<file path="src/rtl/axis_arb_pkg.sv">
// Shared types and defaults for the packet-granular AXI-Stream arbiter.
// The AXIS_ARB_WATCHDOG_EN macro adds the stall-timeout default.
package axis_arb_pkg;

    typedef enum logic {
        ST_IDLE = 1'b0,
        ST_LOCK = 1'b1
    } arb_state_t;

    localparam int DEF_NUM_SRC    = 4;
    localparam int DEF_DATA_WIDTH = 8;
    localparam int DEF_USER_WIDTH = 12;
`ifdef AXIS_ARB_WATCHDOG_EN
    localparam int DEF_TIMEOUT_CYCLES = 1024;
`endif

    function automatic int gnt_w(input int n);
        return (n < 2) ? 1 : $clog2(n);
    endfunction

endpackage

</file>
<file path="src/rtl/axis_pkt_arbiter_rr_pick.sv">
// Combinational round-robin picker: first request at or after the pointer,
// wrapping from N-1 back to 0.
module rr_pick
    import axis_arb_pkg::*;
#(
    parameter int N = 4,
    parameter int W = gnt_w(N)
) (
    input  logic [N-1:0] i_req,
    input  logic [W-1:0] i_ptr,
    output logic [N-1:0] o_onehot,
    output logic [W-1:0] o_idx,
    output logic         o_valid
);

    always_comb begin
        int c;
        c        = 0;
        o_onehot = '0;
        o_idx    = '0;
        o_valid  = 1'b0;
        for (int k = 0; k < N; k++) begin
            c = int'(i_ptr) + k;
            if (c >= N) c = c - N;
            if (!o_valid && i_req[c]) begin
                o_valid     = 1'b1;
                o_idx       = W'(c);
                o_onehot[c] = 1'b1;
            end
        end
    end

endmodule

</file>
<file path="src/rtl/axis_pkt_arbiter.sv">
// Packet-locked round-robin arbiter merging NUM_SRC byte streams into one registered AXIS master.
// Define AXIS_ARB_WATCHDOG_EN to abort mid-packet stalls after TIMEOUT_CYCLES.
module axis_pkt_arbiter
    import axis_arb_pkg::*;
#(
    parameter int NUM_SRC    = DEF_NUM_SRC,
    parameter int DATA_WIDTH = DEF_DATA_WIDTH,
    parameter int USER_WIDTH = DEF_USER_WIDTH
`ifdef AXIS_ARB_WATCHDOG_EN
    , parameter int TIMEOUT_CYCLES = DEF_TIMEOUT_CYCLES
`endif
) (
    input  logic                           clk,
    input  logic                           rst,
    input  logic [NUM_SRC*DATA_WIDTH-1:0]  s_axis_data,
    input  logic [NUM_SRC*USER_WIDTH-1:0]  s_axis_tuser,
    input  logic [NUM_SRC-1:0]             s_axis_last,
    input  logic [NUM_SRC-1:0]             s_axis_valid,
    output logic [NUM_SRC-1:0]             s_axis_ready,
    output logic [DATA_WIDTH-1:0]          m_axis_data,
    output logic [USER_WIDTH-1:0]          m_axis_tuser,
    output logic                           m_axis_last,
    output logic                           m_axis_valid,
    input  logic                           m_axis_ready,
    output logic [gnt_w(NUM_SRC)-1:0]      grant_id,
    output logic                           busy,
    output logic                           timeout_err
);

    localparam int GNT_W = gnt_w(NUM_SRC);
    localparam logic [GNT_W-1:0] LAST_IDX = GNT_W'(NUM_SRC - 1);

    arb_state_t             r_state, w_state_next;
    logic [GNT_W-1:0]       r_grant, r_ptr, w_pick_idx, w_grant_inc;
    logic [NUM_SRC-1:0]     r_gnt_onehot, w_pick_onehot, w_drop_mask;
    logic                   w_pick_valid, w_out_free, w_hs, w_pkt_end, w_timeout;
    logic                   w_sel_valid, w_sel_last;
    logic [DATA_WIDTH-1:0]  w_data_arr [NUM_SRC];
    logic [USER_WIDTH-1:0]  w_user_arr [NUM_SRC];
    logic [DATA_WIDTH-1:0]  r_m_data;
    logic [USER_WIDTH-1:0]  r_m_user;
    logic                   r_m_last, r_m_valid;

    genvar gi;
    generate
        for (gi = 0; gi < NUM_SRC; gi++) begin : g_unpack
            assign w_data_arr[gi] = s_axis_data[gi*DATA_WIDTH +: DATA_WIDTH];
            assign w_user_arr[gi] = s_axis_tuser[gi*USER_WIDTH +: USER_WIDTH];
        end
    endgenerate

    assign w_sel_valid = s_axis_valid[r_grant];
    assign w_sel_last  = s_axis_last[r_grant];
    assign w_out_free  = ~r_m_valid | m_axis_ready;
    assign w_hs        = (r_state == ST_LOCK) & w_sel_valid & w_out_free & ~w_timeout;
    assign w_pkt_end   = w_hs & w_sel_last;
    assign w_grant_inc = (r_grant == LAST_IDX) ? '0 : r_grant + 1'b1;

    rr_pick #(.N(NUM_SRC), .W(GNT_W)) u_pick (
        .i_req    (s_axis_valid & ~w_drop_mask),
        .i_ptr    (r_ptr),
        .o_onehot (w_pick_onehot),
        .o_idx    (w_pick_idx),
        .o_valid  (w_pick_valid)
    );

`ifdef AXIS_ARB_WATCHDOG_EN
    localparam int WD_W = $clog2(TIMEOUT_CYCLES + 1);
    localparam logic [WD_W-1:0] WD_LIMIT = WD_W'(TIMEOUT_CYCLES);

    logic [WD_W-1:0]    r_wd_cnt;
    logic [NUM_SRC-1:0] r_drop;
    logic               r_timeout_err;

    // The abort byte needs a free output slot, so expiry waits for it.
    assign w_timeout   = (r_state == ST_LOCK) & (r_wd_cnt == WD_LIMIT) & w_out_free;
    assign w_drop_mask = r_drop;
    assign timeout_err = r_timeout_err;

    always_ff @(posedge clk) begin
        if (rst) begin
            r_wd_cnt      <= '0;
            r_timeout_err <= 1'b0;
        end else begin
            r_timeout_err <= w_timeout;
            if (r_state != ST_LOCK || w_hs || w_timeout)
                r_wd_cnt <= '0;
            else if (!w_sel_valid && r_wd_cnt != WD_LIMIT)
                r_wd_cnt <= r_wd_cnt + 1'b1;
        end
    end

    generate
        for (gi = 0; gi < NUM_SRC; gi++) begin : g_drop
            always_ff @(posedge clk) begin
                if (rst)
                    r_drop[gi] <= 1'b0;
                else if (w_timeout && r_gnt_onehot[gi])
                    r_drop[gi] <= 1'b1;
                else if (r_drop[gi] && s_axis_valid[gi] && s_axis_last[gi])
                    r_drop[gi] <= 1'b0;
            end
        end
    endgenerate
`else
    assign w_timeout   = 1'b0;
    assign w_drop_mask = '0;
    assign timeout_err = 1'b0;
`endif

    always_ff @(posedge clk) begin
        if (rst) r_state <= ST_IDLE;
        else     r_state <= w_state_next;
    end

    always_comb begin
        w_state_next = r_state;
        case (r_state)
            ST_IDLE: if (w_pick_valid) w_state_next = ST_LOCK;
            ST_LOCK: if (w_pkt_end || w_timeout) w_state_next = ST_IDLE;
            default: w_state_next = ST_IDLE;
        endcase
    end

    always_comb begin
        busy         = (r_state == ST_LOCK);
        s_axis_ready = w_drop_mask;
        if (r_state == ST_LOCK && w_out_free && !w_timeout)
            s_axis_ready = s_axis_ready | r_gnt_onehot;
    end

    always_ff @(posedge clk) begin
        if (rst) begin
            r_grant      <= '0;
            r_gnt_onehot <= '0;
            r_ptr        <= '0;
        end else begin
            if (r_state == ST_IDLE && w_pick_valid) begin
                r_grant      <= w_pick_idx;
                r_gnt_onehot <= w_pick_onehot;
            end
            if (w_pkt_end || w_timeout)
                r_ptr <= w_grant_inc;
        end
    end

    always_ff @(posedge clk) begin
        if (rst) begin
            r_m_data  <= '0;
            r_m_user  <= '0;
            r_m_last  <= 1'b0;
            r_m_valid <= 1'b0;
        end else if (w_hs) begin
            r_m_data  <= w_data_arr[r_grant];
            r_m_user  <= w_user_arr[r_grant];
            r_m_last  <= w_sel_last;
            r_m_valid <= 1'b1;
        end else if (w_timeout) begin
            r_m_data  <= '0;
            r_m_user  <= '0;
            r_m_last  <= 1'b1;
            r_m_valid <= 1'b1;
        end else if (m_axis_ready) begin
            r_m_valid <= 1'b0;
        end
    end

    assign m_axis_data  = r_m_data;
    assign m_axis_tuser = r_m_user;
    assign m_axis_last  = r_m_last;
    assign m_axis_valid = r_m_valid;
    assign grant_id     = r_grant;

endmodule

</file>
<file path="config.mk">
export PLATFORM = sky130hd
export DESIGN_NAME = axis_pkt_arbiter
export DESIGN_NICKNAME = d
export VERILOG_FILES = /design/src/rtl/axis_arb_pkg.sv /design/src/rtl/axis_pkt_arbiter_rr_pick.sv /design/src/rtl/axis_pkt_arbiter.sv
export SDC_FILE = /design/constraint.sdc
export NUM_CORES = 1
export LEC_CHECK = 0
export CAP_MARGIN = 15
export CORE_ASPECT_RATIO = 2
export CORE_MARGIN = 2
export CORE_UTILIZATION = 39
export DETAILED_ROUTE_END_ITERATION = 7
export PLACE_DENSITY = 0.81
export SLEW_MARGIN = 30
export SYNTH_ARGS = -nofsm -noshare
export SYNTH_HDL_FRONTEND = slang
export SYNTH_SLANG_ARGS = --single-unit
</file>
<file path="constraint.sdc">
create_clock -name clk -period 3.1 [get_ports clk]
set_clock_uncertainty 0.15 [all_clocks]
set_input_delay 0.62 -clock clk [delete_from_list [all_inputs] [get_ports clk]]
set_output_delay 0.62 -clock clk [all_outputs]
set_load 0.01 [all_outputs]
</file>
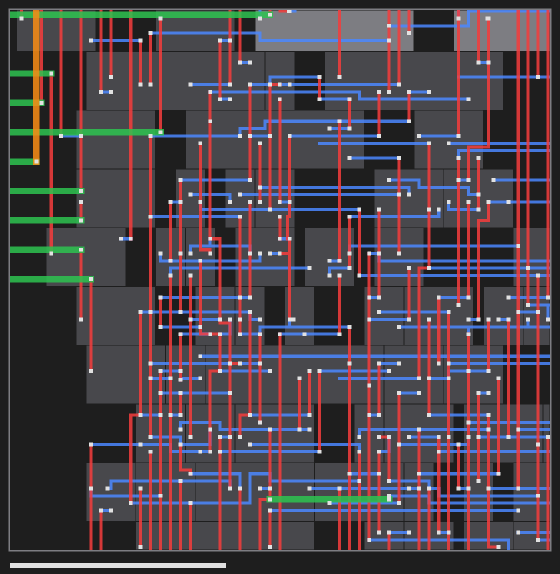
(run_1/detail.png)
Bar = 10 um. Window x 2 to 27, y 15 to 40 um. Cells in gray, sequential cells in the stronger gray; small squares are vias.
| color | layer |
|---|---|
| blue | metal 1 |
| green | metal 3 |
| red | metal 2 |
| orange | metal 4 |
sequential cells in the window: 2
cells with their middle in the window: 47
netlist names of flops here include: `grant_id` (1), `m_axis_tuser` (1)
most frequent: clkdlybuf4s50_1 (7), nor2_1 (6)

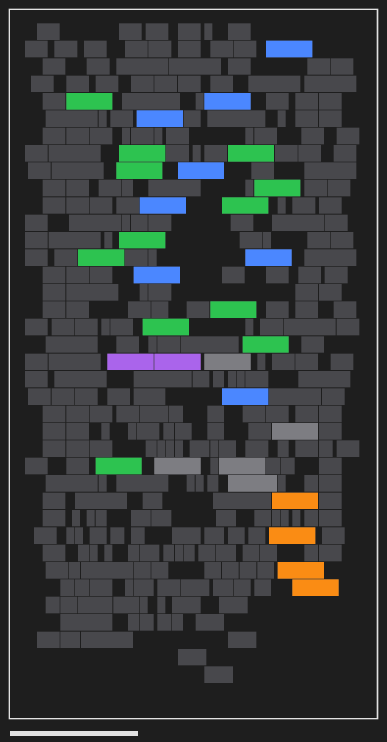
(run_1/flops_by_reg.png)
Bar = 20 um. Other sequential cells in the stronger gray, the rest of the logic in the fainter gray.
| color | signal | sequential cells |
|---|---|---|
| green | `m_axis_tuser` | 12 |
| blue | `m_axis_data` | 8 |
| orange | `r_gnt_onehot` | 4 |
| purple | `r_ptr` | 2 |
not colored: 5

==> flow_summary.ini, run 1 <==
; yosys + openroad results
[final_timing]
fin_hold_ws_ns = 0.3001
slew_violations = 0
setup_violations = 0
setup_slack_ns = 0.3417

[detailed_routing]
routedWlPerCell_um = 16.62
drtPass1Iterations = 4
antenna_left = 0
routed-wl-met2_mm = 3.160
dr_wl_met3_um = 739
drc = 0
maxUsedRoutingLayer = met4
wirelength_mm = 6.415

[worst_setup_path]
crit_family = buffers and inverters
path_buffers = 2
cp_num_cells = 4
required_ns = 2.33
start_kind = primary input
endpoint_kind = output port
worstReg2RegEnd = r_gnt_onehot[2]
crit_top_cell = clkdlybuf4s50_1
critical_path.startpoint = m_axis_ready
critPathArrivalTime_ns = 1.99
worstSetupEndpoint = s_axis_ready[3]
crit_path_max_incr_delay_ns = 0.55

[global_routing]
grtUsageMet3 = 0.06301
grt_use_total = 0.2086
grt_max_degree = 21
antenna_found_initial = 0

[yosys]
top_logic_kind = multiplexers
synth-async-reset-ratio = 0
synth-edff-count = 0
yosys_area_um2 = 2226
yosys_cells = 210
synth-compound-area-share = 0.09893
xor_area_frac = 0
floorplan.nets = 310
ys_ff = 31
ff_type = dfxtp_1
syn_area_per_cell_um2 = 10.60

[final_layout]
nets = 425
multi_input_comb_cells = 155
lay_top_count = clkdlybuf4s50_1
fin_util = 0.6408
fin_cells = 386
comb_area_um2 = 1480
seq_area_frac = 0.1729
area_growth_pct = 61.55
nNonClkBuffers = 128

[min_path]
hp-class = register to register
hold_path.startpoint = m_axis_last

[pwr]
p_clk_mw = 0.471
p_comb_mw = 0.551
p_sw_frac = 0.2739
combPwrFrac = 0.366
clockPowerShare = 0.313
switching_power_mw = 0.4126
top_power_group = combinational cells

[placement]
io_buffers = 119
hpwl_mm = 5.203
placed_area_um2 = 3452

[outcome]
status = finished clean

[die]
die_w_um = 57.42
core-area_um2 = 5612
dieArea_um2 = 6364
num_tap_cells = 61

[job]
cap_violations = 0

[clock_tree]
ctsHoldBuffers = 0
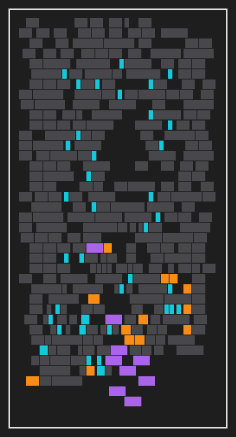
(run_1/logic_types.png)
| color | family | cells |
|---|---|---|
| purple | adder and majority cells | 9 |
| cyan | NOR gates | 37 |
| orange | AND and OR gates | 13 |

==> run 1: cell usage after synthesis (2+ instances only) <==
library cell	n	area, um2
ha_1	9	112.6
mux2i_1	23	230.2
inv_1	4	15.01
buf_2	7	35.03
clkbuf_1	8	30.03
o21ai_0	3	15.01
a221oi_1	4	35.03
a211oi_1	5	37.54
mux4_2	26	585.6
buf_6	2	22.52
nor2_2	2	12.51
a21oi_2	2	17.52
or3_1	2	12.51
buf_4	3	22.52
a21oi_1	6	30.03
nand3_1	3	15.01
nand2_1	7	26.28
nand2b_1	2	12.51
a22oi_1	4	30.03
nor2_1	33	123.9
and3_1	4	25.02
dfxtp_1	31	620.6
or2b_1	4	30.03
==> run_1/io_fan.png <==
Bar = 20 um.
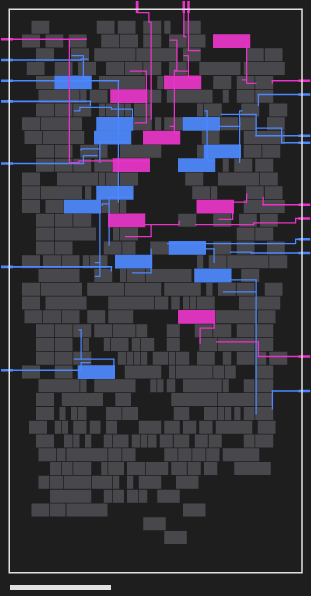

## Run 2: what changed since run 1
PLACE_DENSITY = 0.79   (was 0.81)
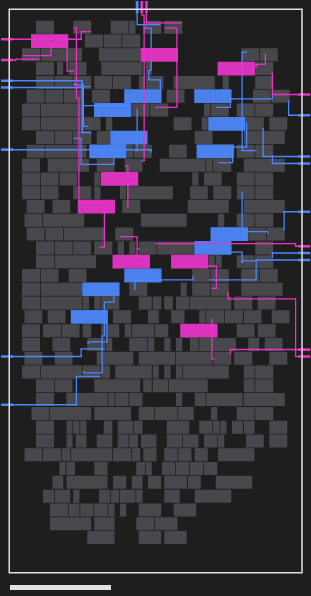
(run_2/io_fan.png)
Bar = 20 um.
| color | port | bits | direction | end cells | buffers | wire |
|---|---|---|---|---|---|---|
| blue | `m_axis_tuser` | 12 | output | 12 | 12 | 357 um |
| magenta | `m_axis_data` | 8 | output | 8 | 8 | 275 um |

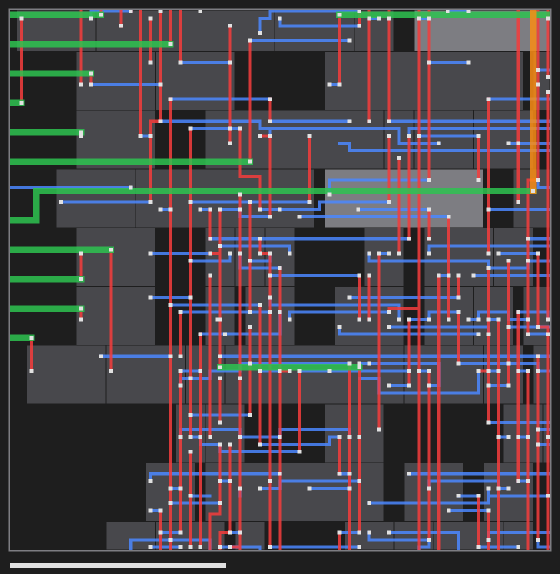
(run_2/detail.png)
Bar = 10 um. Window x 2 to 27, y 15 to 40 um. Cells in gray, sequential cells in the stronger gray; small squares are vias.
| color | layer |
|---|---|
| green | metal 3 |
| red | metal 2 |
| orange | metal 4 |
| blue | metal 1 |
most frequent: clkdlybuf4s50_1 (10), mux4_2 (5)
netlist names of flops here include: `grant_id` (1), `r_ptr` (1)
cells with their middle in the window: 44
sequential cells in the window: 2

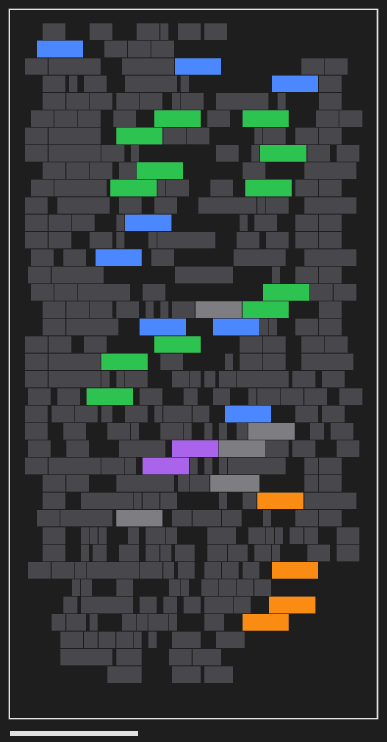
(run_2/flops_by_reg.png)
Bar = 20 um. Other sequential cells in the stronger gray, the rest of the logic in the fainter gray.
| color | signal | sequential cells |
|---|---|---|
| orange | `r_gnt_onehot` | 4 |
| purple | `r_ptr` | 2 |
| blue | `m_axis_data` | 8 |
| green | `m_axis_tuser` | 12 |

==> flow_summary.ini, run 2 <==
; yosys + openroad results
[detailed_routing]
drtPass1Iterations = 4
wirelength_mm = 6.259
routed-wl-met2_mm = 3.124
maxUsedRoutingLayer = met4

[final_timing]
slew_violations = 0
finalCriticalPeriod_ns = 2.753
setup_violations = 0
setup_slack_ns = 0.3471
fin_hold_ws_ns = 0.3119

[worst_setup_path]
critical_path.startpoint = m_axis_ready
critPathArrivalTime_ns = 1.98
cp_num_cells = 4
start_kind = primary input
crit_top_cell = clkdlybuf4s50_1
crit_family = buffers and inverters
required_ns = 2.33
worstSetupEndpoint = s_axis_ready[2]
worstReg2RegEnd = r_gnt_onehot[2]
path_buffers = 2
crit_path_max_incr_delay_ns = 0.53
endpoint_kind = output port

[yosys]
yosys_area_um2 = 2226
floorplan.nets = 310
top_area_cell = dfxtp_1
yosys_cells = 210
ff_type = dfxtp_1
synth-edff-count = 0
netlist.area_leader.share = 0.2788
synthTopCellsByArea = dfxtp_1, mux4_2, mux2i_1, nor2_1, ha_1
synthMostInstantiatedCell = nor2_1

[min_path]
hp-class = register to register
hold_path.startpoint = m_axis_last

[placement]
hpwl_mm = 5.073
io_buffers = 119
placed_area_um2 = 3465

[outcome]
status = finished clean

[pwr]
switching_power_mw = 0.4092
combPwrFrac = 0.374
p_sw_frac = 0.2747
clockPowerShare = 0.303

[job]
warning_count = 33

[final_layout]
nNonClkBuffers = 128
nets = 425
multi_input_comb_cells = 155
comb_area_um2 = 1480
lay_top_count = clkdlybuf4s50_1
fin_cells = 387
area_growth_pct = 61.83
seq_area_frac = 0.1726

[die]
dieArea_um2 = 6364
die_w_um = 57.42
core-area_um2 = 5612

[global_routing]
grt_max_degree = 23
grtUsageMet3 = 0.05834
grt_use_total = 0.1990

[clock_tree]
ctsHoldBuffers = 0
cts.sinks = 31
## run 2: cell counts after synthesis
Identical to the previous run, type by type.
## run 2: logic make-up (layout without fill, tap and decap cells)
kind of cell / count (synthesis) / in the layout / share of synthesized area
flip-flops: 31 / 31 / 0.2788
AND/OR/NAND/NOR: 63 / 63 / 0.1355
other: 1 / 1 / 0.001685
multiplexers: 51 / 51 / 0.3783
adder cells (fa/ha/maj): 9 / 9 / 0.05059
AND-OR/OR-AND: 31 / 31 / 0.09894
buffers and inverters: 24 / 140 / 0.05621
## run 2: power groups by stage
stage               combinational [mW]  sequential [mW]  clock, mW
floorplan                        0.316            0.486          0
global placement                 0.544            0.487          0
detailed placement               0.560            0.489          0
CTS                              0.562            0.482      0.463
global route                     0.601            0.488      0.477
finish                           0.558            0.480      0.452
Power is estimated from default activity; no workload was simulated.
